--- src/rtl/ifmap_noc_scheduler_if.sv ---
// Ifmap multicast NoC port: a tagged payload moved by a valid/ready handshake.
// The scheduler drives the master side and the PE-array NoC router sits on the slave side.
interface ifmap_noc_scheduler_if #(
    parameter int DATA_WIDTH    = 16,
    parameter int ROW_TAG_WIDTH = 4,
    parameter int COL_TAG_WIDTH = 5
);
    logic                     noc_valid;
    logic                     noc_ready;
    logic [DATA_WIDTH-1:0]    noc_data;
    logic [ROW_TAG_WIDTH-1:0] noc_row_tag;
    logic [COL_TAG_WIDTH-1:0] noc_col_tag;

    modport master (
        output noc_valid,
        output noc_data,
        output noc_row_tag,
        output noc_col_tag,
        input  noc_ready
    );

    modport slave (
        input  noc_valid,
        input  noc_data,
        input  noc_row_tag,
        input  noc_col_tag,
        output noc_ready
    );
endinterface

--- src/rtl/ifmap_noc_scheduler.sv ---
// Streams r*D ifmap words from the GLB onto the multicast NoC, each tagged with its {row, col} ID.
// Latency: first GLB read 1 cycle after start, packet 1 cycle after its read; 1 packet/cycle at full ready.
// Backpressure: 2-entry output buffer; reads issue only while buffered + in-flight words < 2, so nothing is dropped.
module ifmap_noc_scheduler #(
    parameter int DATA_WIDTH    = 16,
    parameter int ADDR_WIDTH    = 12,
    parameter int D_WIDTH       = 8,
    parameter int U_WIDTH       = 3,
    parameter int r_WIDTH       = 2,
    parameter int ROW_TAG_WIDTH = 4,
    parameter int COL_TAG_WIDTH = 5
) (
    input  logic                  clk,
    input  logic                  reset,
    input  logic                  start,
    input  logic [D_WIDTH-1:0]    cfg_D,
    input  logic [U_WIDTH-1:0]    cfg_U,
    input  logic [r_WIDTH-1:0]    cfg_r,
    input  logic [ADDR_WIDTH-1:0] cfg_base,
    output logic                  glb_rd_en,
    output logic [ADDR_WIDTH-1:0] glb_rd_addr,
    input  logic [DATA_WIDTH-1:0] glb_rd_data,
    ifmap_noc_scheduler_if.master noc,
    output logic                  busy,
    output logic                  done
);
    localparam int N_WIDTH = D_WIDTH + r_WIDTH;

    typedef enum logic [1:0] {S_IDLE, S_ISSUE, S_DRAIN, S_DONE} state_t;
    state_t state_q, state_d;

    // latched layer config
    logic [N_WIDTH-1:0]       n_q;
    logic [U_WIDTH-1:0]       u_q;
    logic [r_WIDTH-1:0]       r_q;
    logic [ADDR_WIDTH-1:0]    base_q;
    logic [COL_TAG_WIDTH-1:0] max_col_q;

    // issue-side counters
    logic [N_WIDTH-1:0]       issue_cnt;
    logic [r_WIDTH-1:0]       r_idx;
    logic [U_WIDTH-1:0]       u_idx;
    logic [COL_TAG_WIDTH-1:0] col_idx;
    logic [ROW_TAG_WIDTH-1:0] row_now;

    // one read in flight plus a 2-entry FIFO
    logic                     inflight_q;
    logic [ROW_TAG_WIDTH-1:0] infl_row_q;
    logic [COL_TAG_WIDTH-1:0] infl_col_q;
    logic [DATA_WIDTH-1:0]    buf_dat [2];
    logic [ROW_TAG_WIDTH-1:0] buf_row [2];
    logic [COL_TAG_WIDTH-1:0] buf_col [2];
    logic                     wr_ptr, rd_ptr;
    logic [1:0]               occ_q, occ_next, pending;
    logic                     show_buf, fire, push, pop;

    logic                     start_acc, last_rd;
    logic [N_WIDTH-1:0]       n_in;

    assign start_acc = (state_q == S_IDLE) && start;
    assign n_in      = N_WIDTH'(cfg_D) * N_WIDTH'(cfg_r);
    assign pending   = occ_q + {1'b0, inflight_q};
    assign last_rd   = glb_rd_en && (issue_cnt == n_q - N_WIDTH'(1));
    assign row_now   = ROW_TAG_WIDTH'(u_idx) + (ROW_TAG_WIDTH'(r_idx) << 2);

    // ---------------- FSM: state register ----------------
    always_ff @(posedge clk or negedge reset) begin
        if (!reset) state_q <= S_IDLE;
        else        state_q <= state_d;
    end

    // ---------------- FSM: next state ----------------
    always_comb begin
        state_d = state_q;
        case (state_q)
            S_IDLE:  if (start) state_d = (n_in == '0) ? S_DONE : S_ISSUE;
            S_ISSUE: if (last_rd) state_d = S_DRAIN;
            // leave as the last packet hands off, so done lands the very next cycle
            S_DRAIN: if (pending == {1'b0, fire}) state_d = S_DONE;
            S_DONE:  state_d = S_IDLE;
            default: state_d = S_IDLE;
        endcase
    end

    // ---------------- FSM: outputs ----------------
    always_comb begin
        glb_rd_en   = (state_q == S_ISSUE) && (pending < 2'd2);
        glb_rd_addr = glb_rd_en ? base_q + ADDR_WIDTH'(issue_cnt) : '0;
        busy        = (state_q != S_IDLE);
        done        = (state_q == S_DONE);
    end

    // ---------------- NoC side: buffer head, else the word arriving this cycle ----------------
    assign show_buf        = (occ_q != 2'd0);
    assign noc.noc_valid   = show_buf || inflight_q;
    assign noc.noc_data    = show_buf ? buf_dat[rd_ptr] : (inflight_q ? glb_rd_data : '0);
    assign noc.noc_row_tag = show_buf ? buf_row[rd_ptr] : (inflight_q ? infl_row_q : '0);
    assign noc.noc_col_tag = show_buf ? buf_col[rd_ptr] : (inflight_q ? infl_col_q : '0);

    assign fire     = noc.noc_valid && noc.noc_ready;
    assign pop      = fire && show_buf;
    assign push     = inflight_q && !(fire && !show_buf);
    assign occ_next = occ_q + 2'(push) - 2'(pop);

    always_ff @(posedge clk or negedge reset) begin
        if (!reset) begin
            n_q        <= '0;
            u_q        <= '0;
            r_q        <= '0;
            base_q     <= '0;
            max_col_q  <= '0;
            issue_cnt  <= '0;
            r_idx      <= '0;
            u_idx      <= '0;
            col_idx    <= '0;
            inflight_q <= 1'b0;
            infl_row_q <= '0;
            infl_col_q <= '0;
            wr_ptr     <= 1'b0;
            rd_ptr     <= 1'b0;
            occ_q      <= 2'd0;
            for (int i = 0; i < 2; i++) begin
                buf_dat[i] <= '0;
                buf_row[i] <= '0;
                buf_col[i] <= '0;
            end
        end else begin
            if (start_acc) begin
                n_q       <= n_in;
                u_q       <= (cfg_U == '0) ? U_WIDTH'(1) : cfg_U;
                r_q       <= cfg_r;
                base_q    <= cfg_base;
                max_col_q <= COL_TAG_WIDTH'(cfg_D >> (cfg_U >> 1));
                issue_cnt <= '0;
                r_idx     <= '0;
                u_idx     <= '0;
                col_idx   <= '0;
            end else if (glb_rd_en) begin
                issue_cnt <= issue_cnt + N_WIDTH'(1);
                // r innermost, then u, then column with wrap at max_col
                if (r_idx == r_q - r_WIDTH'(1)) begin
                    r_idx <= '0;
                    if (u_idx == u_q - U_WIDTH'(1)) begin
                        u_idx   <= '0;
                        col_idx <= (col_idx == max_col_q) ? '0 : col_idx + COL_TAG_WIDTH'(1);
                    end else begin
                        u_idx <= u_idx + U_WIDTH'(1);
                    end
                end else begin
                    r_idx <= r_idx + r_WIDTH'(1);
                end
            end

            inflight_q <= glb_rd_en;
            if (glb_rd_en) begin
                infl_row_q <= row_now;
                infl_col_q <= col_idx;
            end

            if (push) begin
                buf_dat[wr_ptr] <= glb_rd_data;
                buf_row[wr_ptr] <= infl_row_q;
                buf_col[wr_ptr] <= infl_col_q;
                wr_ptr          <= ~wr_ptr;
            end
            if (pop) rd_ptr <= ~rd_ptr;
            occ_q <= occ_next;
        end
    end
endmodule

--- src/flat_wrapper.sv ---
// flat-port wrapper written by rule: the top's interface ports become plain ports
module ifmap_noc_scheduler_flat 
#(
    parameter int DATA_WIDTH    = 16,
    parameter int ADDR_WIDTH    = 12,
    parameter int D_WIDTH       = 8,
    parameter int U_WIDTH       = 3,
    parameter int r_WIDTH       = 2,
    parameter int ROW_TAG_WIDTH = 4,
    parameter int COL_TAG_WIDTH = 5
)
  (clk, reset, start, cfg_D, cfg_U, cfg_r, cfg_base, glb_rd_en, glb_rd_addr, glb_rd_data, busy, done, noc_noc_valid, noc_noc_data, noc_noc_row_tag, noc_noc_col_tag, noc_noc_ready);
  ifmap_noc_scheduler_if #(.DATA_WIDTH(DATA_WIDTH), .ROW_TAG_WIDTH(ROW_TAG_WIDTH), .COL_TAG_WIDTH(COL_TAG_WIDTH)) noc_i ();
  input  logic clk;
  input  logic reset;
  input  logic start;
  input  logic [D_WIDTH-1:0] cfg_D;
  input  logic [U_WIDTH-1:0] cfg_U;
  input  logic [r_WIDTH-1:0] cfg_r;
  input  logic [ADDR_WIDTH-1:0] cfg_base;
  output logic glb_rd_en;
  output logic [ADDR_WIDTH-1:0] glb_rd_addr;
  input  logic [DATA_WIDTH-1:0] glb_rd_data;
  output logic busy;
  output logic done;
  output wire logic [$bits(noc_i.noc_valid)-1:0] noc_noc_valid;
  output wire logic [$bits(noc_i.noc_data)-1:0] noc_noc_data;
  output wire logic [$bits(noc_i.noc_row_tag)-1:0] noc_noc_row_tag;
  output wire logic [$bits(noc_i.noc_col_tag)-1:0] noc_noc_col_tag;
  input wire logic [$bits(noc_i.noc_ready)-1:0] noc_noc_ready;
  assign noc_noc_valid = noc_i.noc_valid;
  assign noc_noc_data = noc_i.noc_data;
  assign noc_noc_row_tag = noc_i.noc_row_tag;
  assign noc_noc_col_tag = noc_i.noc_col_tag;
  assign noc_i.noc_ready = noc_noc_ready;
  ifmap_noc_scheduler #(.DATA_WIDTH(DATA_WIDTH), .ADDR_WIDTH(ADDR_WIDTH), .D_WIDTH(D_WIDTH), .U_WIDTH(U_WIDTH), .r_WIDTH(r_WIDTH), .ROW_TAG_WIDTH(ROW_TAG_WIDTH), .COL_TAG_WIDTH(COL_TAG_WIDTH)) u_core (.clk(clk), .reset(reset), .start(start), .cfg_D(cfg_D), .cfg_U(cfg_U), .cfg_r(cfg_r), .cfg_base(cfg_base), .glb_rd_en(glb_rd_en), .glb_rd_addr(glb_rd_addr), .glb_rd_data(glb_rd_data), .noc(noc_i), .busy(busy), .done(done));
endmodule
--- config.mk ---
export PLATFORM = sky130hd
export DESIGN_NAME = ifmap_noc_scheduler_flat
export DESIGN_NICKNAME = d
export VERILOG_FILES = /design/src/rtl/ifmap_noc_scheduler_if.sv /design/src/rtl/ifmap_noc_scheduler.sv /design/src/flat_wrapper.sv
export SDC_FILE = /design/constraint.sdc
export NUM_CORES = 1
export LEC_CHECK = 0
export CAP_MARGIN = 0
export CORE_MARGIN = 5
export CORE_UTILIZATION = 35
export CTS_CLUSTER_DIAMETER = 100
export CTS_CLUSTER_SIZE = 8
export DETAILED_ROUTE_END_ITERATION = 16
export SLEW_MARGIN = 0
export SYNTH_ARGS = -nofsm -noshare
export SYNTH_HDL_FRONTEND = slang
export SYNTH_SLANG_ARGS = --single-unit
--- constraint.sdc ---
create_clock -name clk -period 2.5 [get_ports clk]
set_clock_uncertainty 0.15 [all_clocks]
set_input_delay 0.25 -clock clk [delete_from_list [all_inputs] [get_ports clk]]
set_output_delay 0.25 -clock clk [all_outputs]
set_load 0.01 [all_outputs]
**Cell sizes after repair**

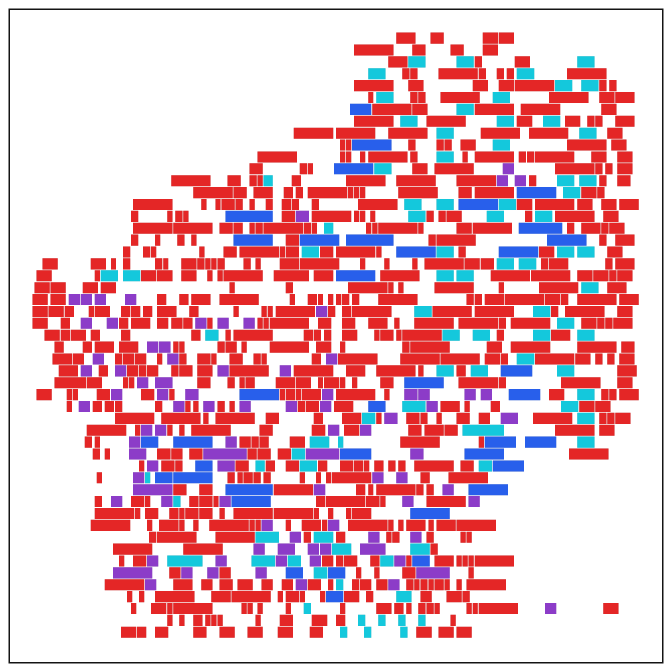
Key: drive 2 = cyan [cells 86, share 9.9%]; drive 1 or less = red [cells 657, share 76%]; drive 6 and up = blue [cells 37, share 4.3%]; drive 3 to 4 = purple [cells 89, share 10%]
post-route design area: 9370 um^2
Area Growth Syn to Fin: 38.1%
final worst-path setup slack: -501 ps
layout buffer count excluding clock buffers: 171

**M1 wires**

Supply wires on this layer in grey. Cells faint in the background.
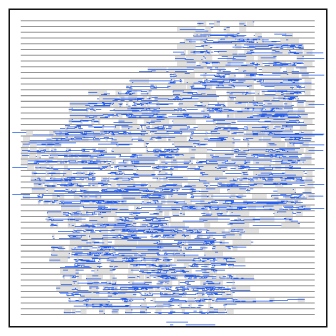
859 nets have wire on it. The layer carries 7930 um of wire. The longest straight run is 50.8 um.
wire length reported by the detailed router: 15.8 mm
number of vias in the routed layout: 5466

**Cells coloured by class**

Bar = 50 um.
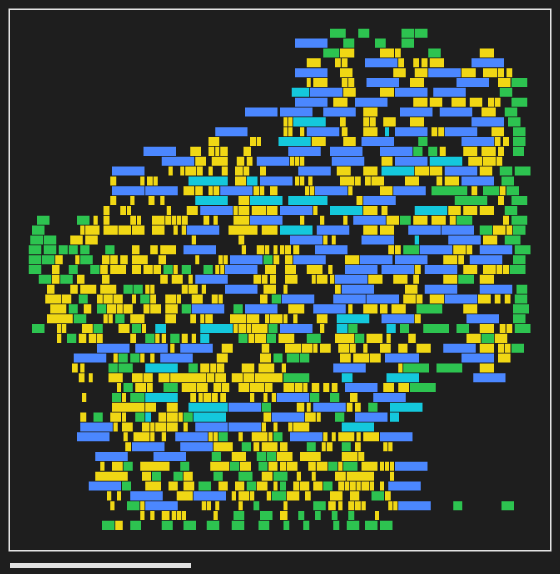
Key: other buffers and delay cells = green [cells 171, share of their area 18%]; clock drivers and dummy loads = cyan [cells 31, share of their area 6.6%]; all other logic = yellow [cells 549, share of their area 43%]; flip-flops = blue [cells 118, share of their area 33%]
register fraction of the total cell area: 0.315
standard-cell row count: 51
core utilization of the finished layout: 0.486
placeable core area: 19300 um^2

report_power, final:
group / switching (mW) / leakage (nW) / internal (mW)
combinational: 2.55 / 2.78 / 2.82
clock: 0.844 / 0.282 / 1.59
sequential: 0.591 / 1.48 / 2.75
critical path: stages, from the launching register on:
cell and delay, ps:
dfrtp_1 400, ha_4 170, fa_2 340, a21o_1 170, a21o_1 190, buf_4 150
buf_6 100, buf_6 100, a21o_1 160, a211oi_2 220, nor2_1 50, buf_2 140
what timing repair did:
item / 4_1_cts / 5_1_grt
buffers inserted: 4 / 8
pin swaps: 22 / 23
hold buffers: 1 / 0
gates resized: 65 / 36
setup endpoints to repair: 30 / 33
gates cloned: 1 / 1
endpoints found under the hold margin: 37 / 0
metal layers:
metal	GRT usage	vias up	wire (um)
met5	0	-	0
met4	0.0453	0	186
met3	0.0331	11	634
li1	-	2750	-
met1	0.208	2619	7930
met2	0.224	86	7070
synthesized netlist by cell type (all sizes together) (2+ instances only):
library cell,instances,area share
or4,3,0.0039
o22ai,2,0.0018
or3,7,0.0065
fa,2,0.0059
a21o,6,0.0066
nor2b,6,0.0055
o31ai,4,0.0044
nand2,117,0.065
nor4,3,0.0028
mux2,53,0.088
and2,20,0.018
ha,31,0.057
nor3,6,0.0044
o21bai,2,0.0022
or3b,2,0.0026
o21a,4,0.0044
and3,4,0.0037
o21ai,66,0.049
mux2i,37,0.055
a21boi,2,0.0022
nand3,29,0.021
clkbuf,27,0.015
nand4,6,0.0055
a22o,3,0.0039
nand2b,7,0.0065
xor2,22,0.028
inv,14,0.0077
dfrtp,118,0.44
nor2,31,0.017
or2,3,0.0028
buf,5,0.0028
xnor2,23,0.030
a21oi,19,0.014
a211oi,4,0.0044
==> results.json <==
{
  "run_status": "complete, but fails checks",
  "failing_checks": "negative setup slack",
  "routed_wire_length_per_instance_um": 13.9,
  "cts_max_path_buffers": 2,
  "yosys-dominant-comb-family": "simple AND/OR/NAND/NOR gates",
  "die_width_um": 149,
  "non_clock_buffer_area_share": 0.173,
  "final_worst_path_setup_slack_ps": -501,
  "ys_seq_elements": 118,
  "dp.final_hpwl_mm": 11.1,
  "worstReg2RegEnd": "u_core.state_q[0]$_DFFE_PN0P_",
  "final_cell_count_without_fillers": 1134,
  "vdd.ir_drop.worst_uv": 521,
  "layout.filler_cells": 1827,
  "area_fraction_in_mux_cells": 0.143,
  "multi_input_comb_cells": 535,
  "worst_hold_slack_ps": 220,
  "synth_stat.cells": 699,
  "hold_viol_final": 0,
  "ctsHtreeMaxLevel": 4,
  "main_synth_ff_type": "dfrtp_1",
  "synth.yosys.seq_area_share": 0.435,
  "worst_r2r_startpoint": "u_core.n_q[1]$_DFFE_PN0P_",
  "worst_setup_path_start": "u_core.base_q[0]$_DFFE_PN0P_",
  "n_antenna_cell": 0,
  "pre_cts_slack_ps": -451,
  "fp.dieArea_um2": 22300,
  "num-clock-buffers": 20,
  "n_tap_cell": 265,
  "cts_made_buffers": 17,
  "floorplan.io_pins": 86,
  "layout_cells_sized_above_1": 0.244,
  "grt-ovfl-total": 0,
  "largest_register_ff_count": 32,
  "critical_path.startpoint_type": "flip-flop",
  "fp_util": 0.352,
  "setup_violations": 7,
  "placedInstanceArea_um2": 8470,
  "cp-endpoint": "glb_rd_addr[6]",
  "hold_path_class": "in2reg",
  "registers.top_by_ff_count": "u_core.buf_dat",
  "setup.worst_path.end_class": "output pin",
  "slew_viol_final": 0,
  "setup_repair_after_global_routing_missed_its_margin": "yes",
  "height_of_the_chip_um": 149,
  "regArea_um2": 2950,
  "antenna_violations_before_repair": 0,
  "synth.cellmix.adderShare": 0.0631,
  "clockRootBuffer": "clkbuf_16",
  "critPathRequiredTime_ps": 2100,
  "timing_worst_slew_pin_value_ps": 552,
  "tool_warnings": 32,
  "most_frequent_logic_cells_in_the_routed_design": "117 x nand2_1, 117 x dfrtp_1, 70 x buf_4",
  "syn-mean-instance-area_um2": 9.71,
  "xor_share": 0.0614,
  "yosys_warnings": 0,
  "gp_routability_congestion": 0.774,
  "grt_pass1_vias": 5466,
  "pin_count_of_the_biggest_net_entering_global_routing": 46,
  "finalWorstPathRequiredPeriod_ps": 3000,
  "drtPass1Iterations": 5,
  "multiInputGateArea_um2": 3810,
  "logic_inverters": 14,
  "r2r_setup_slack_ps": 40,
  "remaining_drc_errors": 0,
  "asyncSetResetFlopFracSynth": 1.00,
  "tritoncts": "done",
  "library_cells_used_by_synthesis": 49,
  "tritoncts_num_sinks": 118,
  "grtUsageTotal": 0.147,
  "enable_flop_cells": 0,
  "placedCellCount": 1089,
  "remaining_antenna_violation_count_after_routing": 0,
  "share_of_the_clock_period_used_by_the_worst_path": 1.20,
  "critical_path_arrival_ps": 2600,
  "slew_headroom": 0.632,
  "timing.hold.worst.start": "cfg_base[1]",
  "timing.setup.critical_path_class": "reg2out",
  "drt_first_iter_violations": 256,
  "clk_pin_slew_worst_paths_ps": 60,
  "design.final.nets": 935,
  "clk_share": 0.0640,
  "yosys.area_share.aoi": 0.104,
  "grt_pass1_wl_mm": 26.8
}
Power figures rest on the tool's default switching activity, not on a simulated workload.
